<file path="config.mk">
export PLATFORM = sky130hd
export DESIGN_NAME = sdram_test_sequencer
export DESIGN_NICKNAME = d
export VERILOG_FILES = /design/src/rtl/sdram_test_sequencer.sv
export SDC_FILE = /design/constraint.sdc
export NUM_CORES = 1
export LEC_CHECK = 0
export ABC_AREA = 1
export CAP_MARGIN = 10
export CORE_MARGIN = 2
export CORE_UTILIZATION = 23
export CTS_BUF_LIST = sky130_fd_sc_hd__clkbuf_8 sky130_fd_sc_hd__clkbuf_16
export CTS_CLUSTER_SIZE = 30
export DETAILED_ROUTE_END_ITERATION = 16
export GPL_TIMING_DRIVEN = 0
export HOLD_SLACK_MARGIN = 0.1
export PLACE_DENSITY_LB_ADDON = 0.08
export RECOVER_POWER = 25
export SLEW_MARGIN = 20
export SYNTH_ARGS = -nofsm -noshare
export SYNTH_HDL_FRONTEND = slang
export SYNTH_SLANG_ARGS = --single-unit
</file>
<file path="constraint.sdc">
create_clock -name clk -period 5.85 [get_ports clk]
set_input_delay 0.8775 -clock clk [delete_from_list [all_inputs] [get_ports clk]]
set_output_delay 0.8775 -clock clk [all_outputs]
set_load 0.01 [all_outputs]
</file>
<file path="src/rtl/sdram_test_sequencer.sv">
// Write-then-read-back pattern test over an address range on the SDRAM controller user port.
// Reports compare result, fault count, first failing address and completion to LEDs/probes.
module sdram_test_sequencer #(
    parameter int unsigned       ADDR_W     = 27,
    parameter int unsigned       DATA_W     = 8,
    parameter logic [ADDR_W-1:0] START_ADDR = '0,
    parameter logic [ADDR_W-1:0] END_ADDR   = '1,
    parameter logic [7:0]        SEED       = 8'hA5,
    parameter int unsigned       RD_TIMEOUT = 64
) (
    input  logic              clk,
    input  logic              rst_n,
    input  logic              start,
    output logic [ADDR_W-1:0] sdram_address,
    output logic [DATA_W-1:0] sdram_din,
    output logic              sdram_write,
    output logic              sdram_read,
    input  logic              sdram_busy,
    input  logic              sdram_data_ready,
    input  logic [DATA_W-1:0] sdram_dout,
    output logic              data_correct,
    output logic              scan_finished,
    output logic              led_succeed,
    output logic              led_fault,
    output logic [15:0]       fault_count,
    output logic [ADDR_W-1:0] first_fault_addr
);
    localparam int unsigned TW = $clog2(RD_TIMEOUT + 1);

    typedef enum logic [2:0] {IDLE, WR_ISSUE, WR_WAIT, RD_ISSUE, RD_WAIT, DONE} state_t;

    state_t            state;
    logic [ADDR_W-1:0] addr;
    logic              guard;
    logic [TW-1:0]     tmo;
    logic [DATA_W-1:0] exp_data;
    logic              at_end;
    logic              rd_timeout;
    logic              rd_mismatch;
    logic              fault;

    function automatic logic [DATA_W-1:0] pat(input logic [15:0] a);
        logic [7:0] p;
        p = a[7:0] ^ a[15:8] ^ SEED;
        return DATA_W'(p);
    endfunction

    always_comb begin
        exp_data    = pat(addr[15:0]);
        at_end      = (addr == END_ADDR);
        rd_timeout  = !sdram_data_ready && (tmo == TW'(RD_TIMEOUT - 1));
        rd_mismatch = sdram_data_ready && (sdram_dout != exp_data);
        fault       = (state == RD_WAIT) && (rd_mismatch || rd_timeout);
    end

    always_ff @(posedge clk or negedge rst_n) begin
        if (!rst_n) begin
            state            <= IDLE;
            addr             <= '0;
            guard            <= 1'b0;
            tmo              <= '0;
            sdram_address    <= '0;
            sdram_din        <= '0;
            sdram_write      <= 1'b0;
            sdram_read       <= 1'b0;
            data_correct     <= 1'b1;
            scan_finished    <= 1'b0;
            led_succeed      <= 1'b0;
            led_fault        <= 1'b0;
            fault_count      <= '0;
            first_fault_addr <= '0;
        end else begin
            sdram_write <= 1'b0;
            sdram_read  <= 1'b0;

            if (fault) begin
                if (fault_count == '0)
                    first_fault_addr <= addr;
                if (fault_count != '1)
                    fault_count <= fault_count + 16'd1;
                led_fault <= 1'b1;
            end

            case (state)
                IDLE, DONE: begin
                    if (start) begin
                        addr             <= START_ADDR;
                        fault_count      <= '0;
                        first_fault_addr <= '0;
                        led_fault        <= 1'b0;
                        led_succeed      <= 1'b0;
                        scan_finished    <= 1'b0;
                        data_correct     <= 1'b1;
                        state            <= WR_ISSUE;
                    end
                end
                WR_ISSUE: begin
                    if (!sdram_busy) begin
                        sdram_write   <= 1'b1;
                        sdram_address <= addr;
                        sdram_din     <= exp_data;
                        guard         <= 1'b1;
                        state         <= WR_WAIT;
                    end
                end
                WR_WAIT: begin
                    // The controller raises busy a cycle late, so the first cycle here ignores it.
                    if (guard) begin
                        guard <= 1'b0;
                    end else if (!sdram_busy) begin
                        if (at_end) begin
                            addr  <= START_ADDR;
                            state <= RD_ISSUE;
                        end else begin
                            addr  <= addr + ADDR_W'(1);
                            state <= WR_ISSUE;
                        end
                    end
                end
                RD_ISSUE: begin
                    if (!sdram_busy) begin
                        sdram_read    <= 1'b1;
                        sdram_address <= addr;
                        tmo           <= '0;
                        state         <= RD_WAIT;
                    end
                end
                RD_WAIT: begin
                    if (sdram_data_ready || rd_timeout) begin
                        data_correct <= !(rd_mismatch || rd_timeout);
                        if (at_end) begin
                            // A fault on the last address is counted this same cycle.
                            led_succeed   <= (fault_count == '0) && !fault;
                            scan_finished <= 1'b1;
                            state         <= DONE;
                        end else begin
                            addr  <= addr + ADDR_W'(1);
                            state <= RD_ISSUE;
                        end
                    end else begin
                        tmo <= tmo + TW'(1);
                    end
                end
                default: state <= IDLE;
            endcase
        end
    end
endmodule
</file>
### Met2 routing

Scale: 3 px per µm.
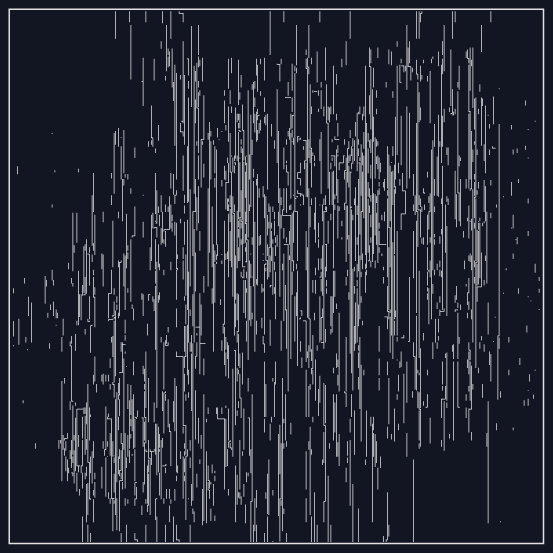
- longest straight run: 70.5 µm
- wire length on this layer: 11,400 µm
total number of vias: 6,585
routed wire length: 25.2 mm
routing usage on met2: 26.3%

==> notes.md <==
The flow run is done. During I/O placement, the number of pins put on the boundary was 97. Number of nets in the layout landed at approximately 1,100. Number of buffers inserted for hold repair after clock tree synthesis landed at 0.

Clock tree synthesis found a total of 122 sinks. For the worst flop-to-flop path, the logic depth is 11. Pre-CTS setup slack landed at approximately 3 ns. Yosys reports that the most numerous cell types are nand2_1, nor2_1, dfrtp_1. Maximum vdd drop landed at between 150 and 200 µV. The flow ran to the end, and the final reports show no timing, DRC or antenna violations.

The warning tally printed by Yosys for this design is 0. The floorplan step set the die height to between 150 and 200 µm. Counting both buffers and inverters, the worst setup path holds a total of 2.

nand2_1 is the most common cell in the netlist. Among logic cells in the layout, the one with the most instances is nand2_1. Per STA, the endpoint of the critical path is addr[7]. Yosys reports that the leading cell type by area covers 43.7% of the netlist area.

Number of global-route vias before repair landed at approximately 6,600. Highest clock rate landed at ~400 MHz. The worst setup path is of the flip-flop to flip-flop kind. For the final routed database, the setup TNS stands at 0 ns. The worst setup path is launched from a flip-flop. Arrival time at the worst endpoint landed at roughly 2.8 ns. The core region is 29,600 µm². Per the synthesis report, the dominant area consumer among library cells is dfrtp_1. The worst hold path belongs to the class input port to asynchronous set/reset pin. Per the Yosys statistics, synthesis produced ~1,000 cells. Number of CTS-inserted buffers landed at 17.

Data required time at the worst endpoint landed at 6.17 ns. Post-synth the commonest register cell is dfrtp_1. Total grt overflow landed at 0.

Per the CTS log, the buffer count on the longest clock path is 2. Final instance area landed at 9020 µm². Clock latency on the worst-skew pair, taken at its later pin, is 0.43 ns.

Entering global routing, the biggest net connects between 60 and 70 pins. Full die area landed at roughly 32,000 µm². The critical path in the final layout is reported with a setup slack of 3.35 ns.

The worst register-to-register path ends at addr[7]. The report counts max-capacitance violations totalling 0. The script logs the ratio of routed vias to standard cells as between 4 and 5. Register bit count reported by yosys landed at approximately 120. Per the STA report, the cell with the highest stage delay on the worst path is dfrtp_1. Gates resized during post-CTS repair numbered 0. TritonCTS built the clock tree. The worst setup path is captured at a flip-flop. Area fraction in compound gates landed at about 7.5%. Synthesized-area fraction occupied by and/or/nand/nor cells landed at 36.2%.

Cell total after placement landed at approximately 1,500. Summing all placed instances gives a cell area of 8400 µm². For this run, the register share of the synthesized area comes to roughly 44%. Setup repair after global routing left no endpoint under its margin. A synthesized cell averages approximately 6.9 µm². The final critical path takes up a little over two fifths of the cycle. Per the post-route antenna check, the number of violating nets is 0.

Global-route wire length before repair landed at slightly below 40 mm. Total standard cell area after synthesis landed at 6930 µm². Synthesis instantiated 34 different standard cells from the library. Summed over all routing layers, the global router reports a total usage of 16.6%. For reference, the critical path cell chain is ha_1 > nand2_1 > nor2_4 > nand2_1 > nor3_1 > nand4_1 > nand2_2 > inv_4 > buf_6 > nand2_1 > nand2_1. Share of the core filled with cells landed at between 30% and 40%. Fraction of layout instances using a drive strength above 1 landed at ~6.8%. The worst register-to-register path has a setup slack of 3.35 ns. Post-synthesis share of cell area spent on xor and xnor gates landed at 2.40%.

The startpoint identified for the worst register-to-register timing path is addr[1]. Number of post-CTS setup repair buffers landed at 0. The number of nets in the synthesized netlist is 1,015. After clock tree synthesis, the clock-pin slew on the worst setup and hold paths is ~0.06 ns. Multiplexer share of the synthesized area landed at less than 1%. OpenROAD warning count landed at 27. By area the synthesized netlist is led by dfrtp_1, nand2_1, nor2_1. Number of cells on the critical path landed at 11. Total power per unit cell area landed at 394 nW/µm². From synthesis to final layout, the design area changed by 30.2%.

The end-of-flow timing check tallies setup violations at 0. Total power of the final layout landed at about 3.6 mW. In this run the clock root is driven by a clkbuf_16. Largest stage delay on the critical path landed at roughly 0.48 ns.
### Routed metal, one color a layer

Scale: 1.5 px per µm. Two of the layers only.
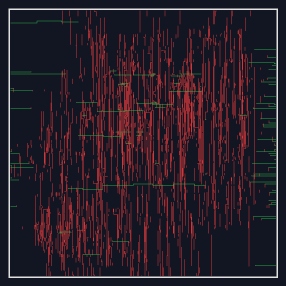
- green: metal 3 (wire length 831 µm)
- red: metal 2 (wire length 11,400 µm)

-- state kept, by name, summed over array words and instances, names as in the netlist, 3 cells and up --
signal	count
state	3
addr	27
sdram_din	8
fault_count	16
tmo	7
first_fault_addr	27
sdram_address	27
-- final cells by class --
class                      count  area, µm²
buffer                        40        198
clock buffer                  19        453
clock inverter                13        168
fill                        3299      20600
inverter                     113        427
multi-input combinational    723       3250
sequential                   122       3050
tap                          390        488
timing repair buffer          96        983
-- report_power, final --
part / internal (mW) / switching [mW] / leakage, nW
registers: 1.00 / 0.136 / 1.66
clock network: 0.696 / 0.433 / 0.294
logic: 0.482 / 0.810 / 2.42
-- layer usage --
layer	vias to the layer above	track usage (%)	wire, µm
met5	-	0	0
met4	0	3.55	208
met3	12	2.81	830
met2	118	26.3	11400
met1	3078	23.6	12700
li1	3377	-	-
Power figures rest on the tool's default switching activity, not on a simulated workload.
